`config.mk`:
```
export PLATFORM = sky130hd
export DESIGN_NAME = mc_ctrl_fsm
export DESIGN_NICKNAME = d
export VERILOG_FILES = /design/src/rtl/mc_pkg.sv /design/src/rtl/mc_wait_timer.sv /design/src/rtl/mc_ctrl_fsm.sv
export SDC_FILE = /design/constraint.sdc
export NUM_CORES = 1
export LEC_CHECK = 0
export CAP_MARGIN = 40
export CORE_MARGIN = 3
export CORE_UTILIZATION = 48
export DETAILED_ROUTE_END_ITERATION = 8
export PLACE_DENSITY = 0.91
export REMOVE_ABC_BUFFERS = 1
export SYNTH_ARGS = -nofsm -noshare
export SYNTH_HDL_FRONTEND = slang
export SYNTH_SLANG_ARGS = --single-unit
```
`constraint.sdc`:
```
create_clock -name clk -period 5.2 [get_ports clk]
set_input_delay 1.04 -clock clk [delete_from_list [all_inputs] [get_ports clk]]
set_output_delay 1.04 -clock clk [all_outputs]
set_load 0.05 [all_outputs]
```
`src/rtl/mc_pkg.sv`:
```
// ============================================================================
// Module   : mc_pkg
// Brief    : Shared state encodings, opcodes and datapath select codes for the
//            multicycle controller. HALT state exists only with MC_CTRL_HALT_EN.
// Revision : 1.0
// ============================================================================
`default_nettype none

package mc_pkg;

   typedef enum logic [3:0] {
      ST_FETCH    = 4'd0,
      ST_DECODE   = 4'd1,
      ST_EXEC_R   = 4'd2,
      ST_EXEC_I   = 4'd3,
      ST_MEM_ADDR = 4'd4,
      ST_MEM_RD   = 4'd5,
      ST_MEM_WR   = 4'd6,
      ST_WB_ALU   = 4'd7,
      ST_WB_MEM   = 4'd8,
      ST_BRANCH   = 4'd9,
      ST_JUMP     = 4'd10,
      ST_FAULT    = 4'd11
`ifdef MC_CTRL_HALT_EN
      ,
      ST_HALT     = 4'd12
`endif
   } mc_state_e;

   localparam logic [3:0] c_OP_RTYPE = 4'b0000;
   localparam logic [3:0] c_OP_ADDI  = 4'b0001;
   localparam logic [3:0] c_OP_LW    = 4'b0010;
   localparam logic [3:0] c_OP_SW    = 4'b0011;
   localparam logic [3:0] c_OP_BEQ   = 4'b0100;
   localparam logic [3:0] c_OP_JAL   = 4'b0101;
   localparam logic [3:0] c_OP_HALT  = 4'b1111;

   localparam logic [1:0] c_ALU_ADD   = 2'b00;
   localparam logic [1:0] c_ALU_SUB   = 2'b01;
   localparam logic [1:0] c_ALU_FUNCT = 2'b10;
   localparam logic [1:0] c_ALU_PASSB = 2'b11;

   localparam logic [1:0] c_PC_INC    = 2'b00;
   localparam logic [1:0] c_PC_BRANCH = 2'b01;
   localparam logic [1:0] c_PC_JUMP   = 2'b10;

   localparam logic [1:0] c_SRCB_REG    = 2'b00;
   localparam logic [1:0] c_SRCB_ONE    = 2'b01;
   localparam logic [1:0] c_SRCB_IMM    = 2'b10;
   localparam logic [1:0] c_SRCB_BRANCH = 2'b11;

   localparam logic c_WB_ALU = 1'b0;
   localparam logic c_WB_MEM = 1'b1;

   // States that drive mem_req and therefore run the wait timer.
   function automatic logic f_is_req_state(input mc_state_e st);
      return (st == ST_FETCH) || (st == ST_MEM_RD) || (st == ST_MEM_WR);
   endfunction

endpackage

`default_nettype wire

```
`src/rtl/mc_wait_timer.sv`:
```
// ============================================================================
// Module   : mc_wait_timer
// Brief    : Counts memory wait cycles; expired flags the cycle in which the
//            count would reach MEM_TIMEOUT without a completion.
// Revision : 1.0
// ============================================================================
`default_nettype none

module mc_wait_timer #(
   parameter int MEM_TIMEOUT = 15
) (
   input  logic clk,
   input  logic rst,
   input  logic clr,
   input  logic tick,
   output logic expired
);

   localparam int CW = $clog2(MEM_TIMEOUT + 1);

   logic [CW-1:0] cnt_q;
   logic [CW-1:0] cnt_d;

   // A completion in the final wait cycle suppresses tick, so it never expires.
   assign expired = tick && (cnt_q == CW'(MEM_TIMEOUT - 1));

   always_comb begin
      cnt_d = cnt_q;
      if (clr) begin
         cnt_d = '0;
      end else if (tick && !expired) begin
         cnt_d = cnt_q + CW'(1);
      end
   end

   always_ff @(posedge clk or posedge rst) begin
      if (rst) begin
         cnt_q <= '0;
      end else begin
         cnt_q <= cnt_d;
      end
   end

endmodule

`default_nettype wire

```
`src/rtl/mc_ctrl_fsm.sv`:
```
// ============================================================================
// Module   : mc_ctrl_fsm
// Brief    : Multicycle CPU control FSM with memory handshake timeout.
//            Define MC_CTRL_HALT_EN to make opcode 1111 enter a sticky HALT.
// Revision : 1.0
// ============================================================================
`default_nettype none

module mc_ctrl_fsm
   import mc_pkg::*;
#(
   parameter int MEM_TIMEOUT = 15
) (
   input  logic       clk,
   input  logic       rst,
   input  logic [3:0] opcode,
   input  logic       zero,
   input  logic       mem_ready,
   output logic       pc_en,
   output logic       ir_en,
   output logic       ab_en,
   output logic       aluout_en,
   output logic       mdr_en,
   output logic       mem_req,
   output logic       mem_we,
   output logic       reg_we,
   output logic [1:0] alu_op,
   output logic [1:0] pc_src,
   output logic [1:0] alu_srcb,
   output logic       wb_sel,
   output logic       fault,
   output logic [3:0] state
);

   mc_state_e state_q;
   mc_state_e state_d;
   logic      fault_q;
   logic      fault_d;

   logic      w_req;
   logic      w_tick;
   logic      w_clr;
   logic      w_expired;

   // Outputs are gated by rst so nothing is requested or enabled while it is high.
   assign w_req  = f_is_req_state(state_q) && !rst;
   assign w_tick = w_req && !mem_ready;
   assign w_clr  = !w_req || mem_ready;

   mc_wait_timer #(
      .MEM_TIMEOUT (MEM_TIMEOUT)
   ) u_wait_timer (
      .clk     (clk),
      .rst     (rst),
      .clr     (w_clr),
      .tick    (w_tick),
      .expired (w_expired)
   );

   always_ff @(posedge clk or posedge rst) begin
      if (rst) begin
         state_q <= ST_FETCH;
         fault_q <= 1'b0;
      end else begin
         state_q <= state_d;
         fault_q <= fault_d;
      end
   end

   always_comb begin
      state_d   = state_q;
      fault_d   = fault_q | w_expired;
      pc_en     = 1'b0;
      ir_en     = 1'b0;
      ab_en     = 1'b0;
      aluout_en = 1'b0;
      mdr_en    = 1'b0;
      mem_req   = 1'b0;
      mem_we    = 1'b0;
      reg_we    = 1'b0;
      alu_op    = c_ALU_ADD;
      pc_src    = c_PC_INC;
      alu_srcb  = c_SRCB_REG;
      wb_sel    = c_WB_ALU;

      if (!rst) begin
         case (state_q)
            ST_FETCH: begin
               mem_req  = 1'b1;
               alu_op   = c_ALU_ADD;
               pc_src   = c_PC_INC;
               alu_srcb = c_SRCB_ONE;
               if (mem_ready) begin
                  ir_en   = 1'b1;
                  pc_en   = 1'b1;
                  state_d = ST_DECODE;
               end else if (w_expired) begin
                  state_d = ST_FAULT;
               end
            end

            ST_DECODE: begin
               ab_en     = 1'b1;
               aluout_en = 1'b1;
               alu_op    = c_ALU_ADD;
               alu_srcb  = c_SRCB_BRANCH;
               case (opcode)
                  c_OP_RTYPE: state_d = ST_EXEC_R;
                  c_OP_ADDI:  state_d = ST_EXEC_I;
                  c_OP_LW,
                  c_OP_SW:    state_d = ST_MEM_ADDR;
                  c_OP_BEQ:   state_d = ST_BRANCH;
                  c_OP_JAL:   state_d = ST_JUMP;
`ifdef MC_CTRL_HALT_EN
                  c_OP_HALT:  state_d = ST_HALT;
`else
                  c_OP_HALT:  state_d = ST_FETCH;
`endif
                  default:    state_d = ST_FETCH;
               endcase
            end

            ST_EXEC_R: begin
               alu_op   = c_ALU_FUNCT;
               alu_srcb = c_SRCB_REG;
               state_d  = ST_WB_ALU;
            end

            ST_EXEC_I: begin
               alu_op   = c_ALU_ADD;
               alu_srcb = c_SRCB_IMM;
               state_d  = ST_WB_ALU;
            end

            ST_MEM_ADDR: begin
               alu_op   = c_ALU_ADD;
               alu_srcb = c_SRCB_IMM;
               state_d  = (opcode == c_OP_SW) ? ST_MEM_WR : ST_MEM_RD;
            end

            ST_MEM_RD: begin
               mem_req = 1'b1;
               if (mem_ready) begin
                  mdr_en  = 1'b1;
                  state_d = ST_WB_MEM;
               end else if (w_expired) begin
                  state_d = ST_FAULT;
               end
            end

            ST_MEM_WR: begin
               mem_req = 1'b1;
               mem_we  = 1'b1;
               if (mem_ready) begin
                  state_d = ST_FETCH;
               end else if (w_expired) begin
                  state_d = ST_FAULT;
               end
            end

            ST_WB_ALU: begin
               reg_we  = 1'b1;
               wb_sel  = c_WB_ALU;
               state_d = ST_FETCH;
            end

            ST_WB_MEM: begin
               reg_we  = 1'b1;
               wb_sel  = c_WB_MEM;
               state_d = ST_FETCH;
            end

            ST_BRANCH: begin
               alu_op   = c_ALU_SUB;
               alu_srcb = c_SRCB_REG;
               pc_src   = c_PC_BRANCH;
               pc_en    = zero;
               state_d  = ST_FETCH;
            end

            ST_JUMP: begin
               pc_en   = 1'b1;
               pc_src  = c_PC_JUMP;
               reg_we  = 1'b1;
               wb_sel  = c_WB_ALU;
               state_d = ST_FETCH;
            end

            // Only rst leaves FAULT; all datapath controls stay low.
            ST_FAULT: state_d = ST_FAULT;

`ifdef MC_CTRL_HALT_EN
            ST_HALT: state_d = ST_HALT;
`endif

            default: state_d = ST_FETCH;
         endcase
      end
   end

   assign fault = fault_q;
   assign state = state_q;

endmodule

`default_nettype wire

```
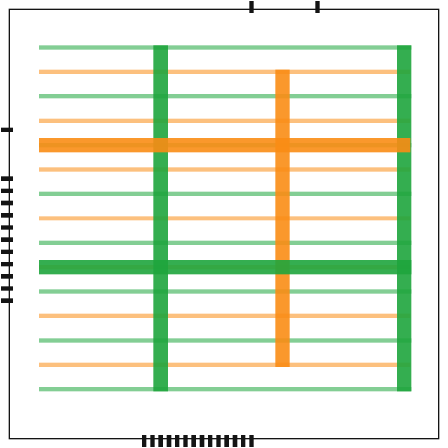
(power grid)
Pins as bars on the die edge.
- VDD: orange
- VSS: green
- met1 rails: 15
- met4 straps: 3

==> flow_metrics.tcl <==
# yosys + openroad results
set metrics [dict create \
    status "completed" \
    r2r_end "state[0]" \
    cts_tree "done" \
    r2r_cells 5 \
    finalCoreUtilization 0.698 \
    worstPathCellList "clkdlybuf4s50_1 > inv_1 > nand2_1 > o22a_1 > o22ai_1 > clkdlybuf4s50_1" \
    post-route-min-period_ns 4.46 \
    fp_util 0.529 \
    ctsHoldBuffers 0 \
    cp-start-kind "input port" \
    cp-end-kind "output pin" \
    hpwl_mm 1.59 \
    drtIter0Drc 22 \
    power_frac_comb 0.610 \
    fmaxAchievable_mhz 224 \
    ff2ff_setup_slack_ns 2.98 \
    leakage_nw 0.435 \
    critPathMaxFanout 12 \
    tightestPinTransition_ns 0.653 \
    synth_cells 111 \
    finalClockSkew_ns 0.00317 \
    grt_max_degree 21 \
    drc 0 \
    swShare 0.538 \
    root_buffer "clkbuf_4" \
    critPathKind "in2out" \
    final_cell_mix "clkdlybuf4s50_1 (27), nor2_1 (17), nand2_1 (12)" \
    numCtsBuffers 3 \
    yosysWarningCount 0 \
    warnings 26 \
    dp.cells 145 \
    chip_area_um2 2270 \
    whs_ns 0.482 \
    design.core.area_um2 1580 \
    hp-start "fault" \
    routed_via_density 5.93 \
    ys.flops 9 \
    antenna_found_initial 0 \
    ir_worst_vdd_mv 0.330 \
    setup_viol 0 \
    die_height_um 47.7 \
    total_power_w 0.000481 \
    hold_class "reg2reg" \
    rsz0062_at_grt "no" \
    slowest_delay_ns 0.83 \
    gp_congestion 0.797 \
]
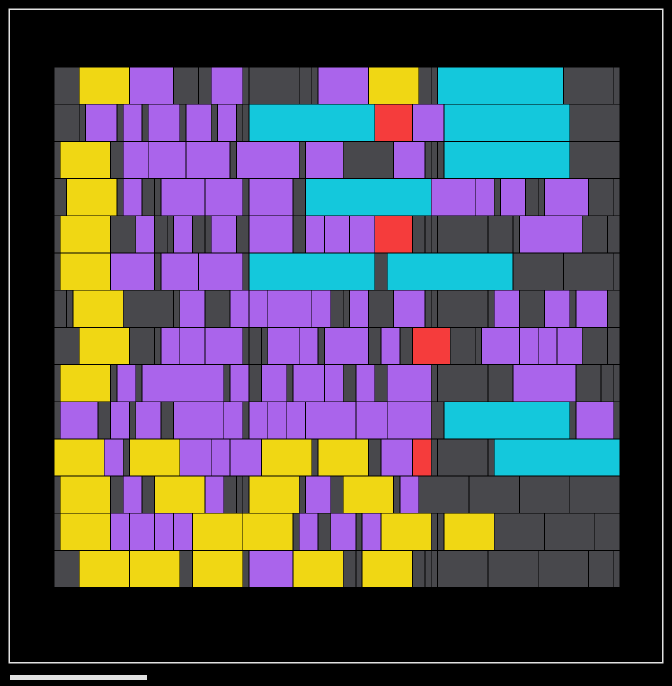
(placement by cell class)
The bar under the picture is 10 um long. Fill, decap, tap and diode cells in grey.
- other buffers and delay cells: yellow (cells 27)
- flops: cyan (cells 9)
- combinational and other logic: purple (cells 93)
- clock drivers and dummy loads: red (cells 4)

-- layer usage --
| metal | GRT usage | routed length (um) | vias to the layer above |
|---|---|---|---|
| li1 | - | - | 434 |
| met1 | 0.297 | 911 | 416 |
| met2 | 0.332 | 1040 | 32 |
| met3 | 0.0338 | 112 | 2 |
| met4 | 0.0538 | 8 | 0 |
| met5 | 0 | 0 | - |
-- area by class of cell --
| type | count | area (um2) | area share |
|---|---|---|---|
| Timing Repair Buffer | 27 | 270 | 0.245 |
| Clock buffer | 4 | 26.3 | 0.0239 |
| Inverter | 6 | 22.5 | 0.0205 |
| Sequential cell | 9 | 225 | 0.205 |
| Multi-Input combinational cell | 87 | 537 | 0.487 |
| Tap cell | 16 | 20.0 | 0.0182 |
-- state kept, by name, indices dropped and copies added, names as in the netlist --
register	flops
u_wait_timer.cnt_q	4
fault	1
state	4
-- cells by family (layout without fill, tap and decap cells) --
logic type	Yosys count	count (layout)	share of synthesized area
AOI/OAI and AO/OA	23	23	0.211
xor gates and xnor gates	4	4	0.0510
adders and majority gates	3	3	0.0420
buffers and inverters	15	37	0.0869
DFF	9	9	0.270
muxes	1	1	0.0120
and+or+nand+nor	56	56	0.327
-- power by group through the flow --
stage          Combinational, W  Sequential [W]  Clock [W]
6_report               0.000294        0.000137  0.0000509
5_1_grt                0.000317        0.000142  0.0000570
3_3_place_gp           0.000289        0.000134          0
3_5_place_dp           0.000293        0.000136          0
4_1_cts                0.000295        0.000135  0.0000529
2_1_floorplan          0.000176        0.000160          0
-- worst max path at each step --
stage | start | endpoint | slack (ns)
detailed placement | rst | pc_en | 0.74
global route | rst | pc_en | 0.58
CTS | rst | pc_en | 0.73
floorplan | rst | ab_en | 1.44
finish | rst | pc_en | 0.74
global placement | rst | pc_en | 0.83
Power is estimated from default activity; no workload was simulated.
